Design flash_erase_seq, sky130hd; sources not shown.
Floorplan with the power grid:
Bar = 50 um. Pins as bars on the die edge.
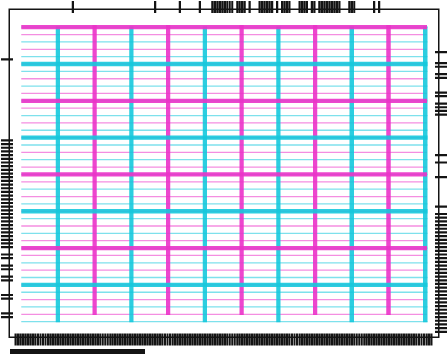
color	net
cyan	VSS
magenta	VDD
met4 straps	11
met5 straps	8
rows	40
met1 rails	41
signal pins	306
Die W: 158.1 um
die extent in y: 120.6 um
peak supply drop: 0.0001819 V

Placement by cell class:
Bar = 50 um.
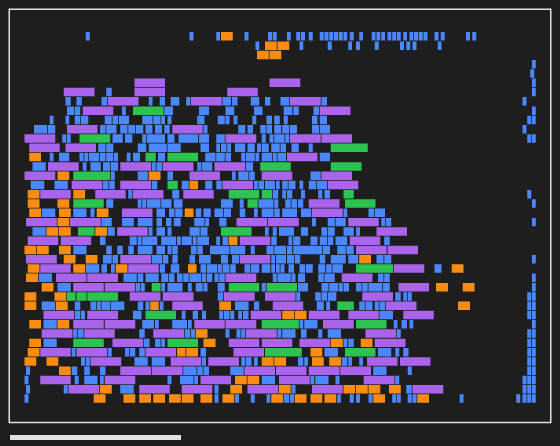
color	class	cells	share of their area
purple	sequential cells	119	38%
orange	remaining buffers and delay cells	87	11%
blue	combinational and other logic	561	42%
green	clock drivers and dummy loads	32	8.7%
Site Rows: 40
final core occ: 0.4906
sequential share of cell area: 0.3720
fin area: 0.008004 mm^2

==> results.toml <==
# generated from flow reports
[yosys]
top_area_cell = "dfrtp_1"
yosys_area_mm2 = 0.006761
area_leaders = "dfrtp_1, buf_4, mux2_2"
ys_seq_frac = 0.4404
synth.distinct_cells = 61
syn_area_mm2 = 0.006761
synth_top_area_share = 0.4404
ys.flops = 119
avgSynthCellArea_um2 = 9.470
synth-simple-area-share = 0.1823

[global_routing]
grt_max_degree = 69
grt-busiest-layer = "met2"
globalRouteOverflowTotal = 0

[placed_design]
gp_congestion = 0.9021
placed_area_mm2 = 0.007333
pre_cts_slack_ns = 3.435

[sta]
skew_ns = 0.01030
min_period_ns = 8.832
finalSetupViolCount = 0
min_period_over_period = 0.7210
rsz0062_at_grt = "false"
hold_viol = 0
fin_ws_ns = 3.418

[pwr]
powerDensity_mw_per_mm2 = 257.6
comb_power_share = 0.443
total_power_uw = 2062

[clocking]
postCtsHoldBufs = 0
clock_latency_ns = 0.42
cts.sinks = 119
clock_path_buffers = 2
clock-root-buffer = "clkbuf_16"
cts_resized = 0
htree_levels = 4
cts_setup_buffers = 0

[die]
ios = 306
fp_util = 0.4144

[setup_path]
end_kind = "output port"
cp_top_family = "buffers and inverters"
slowest_stage = "clkdlybuf4s50_1"

[finish]
fillCellCount = 1451
comb_area_mm2 = 0.003178
insertedDiodeCount = 0

[routing]
maxUsedRoutingLayer = "met4"

[status]
status = "finished, final reports clean"
[cell type report]
| cell class | instances | area share |
|---|---|---|
| Multi-Input combinational cell | 546 | 0.3971 |
| Tap cell | 210 | 0.03283 |
| Clock inverter | 13 | 0.02720 |
| Timing Repair Buffer | 87 | 0.1069 |
| Sequential cell | 119 | 0.3720 |
| Inverter | 15 | 0.007347 |
| Clock buffer | 19 | 0.05659 |
[through the flow]
| stage | std cells | hold WS (ns) |
|---|---|---|
| floorplan | 817 | 0.4767 |
| global placement | 977 | 0.4623 |
| detailed placement | 977 | 0.4697 |
| CTS | 1009 | 0.4821 |
| global route | 1009 | 0.5017 |
| finish | 1009 | 0.4803 |
[tightest hold or removal path: stages, from the launching register on]
cell and delay [ns]:
dfrtp_1 0.34, nand2_1 0.04, o21ai_0 0.06
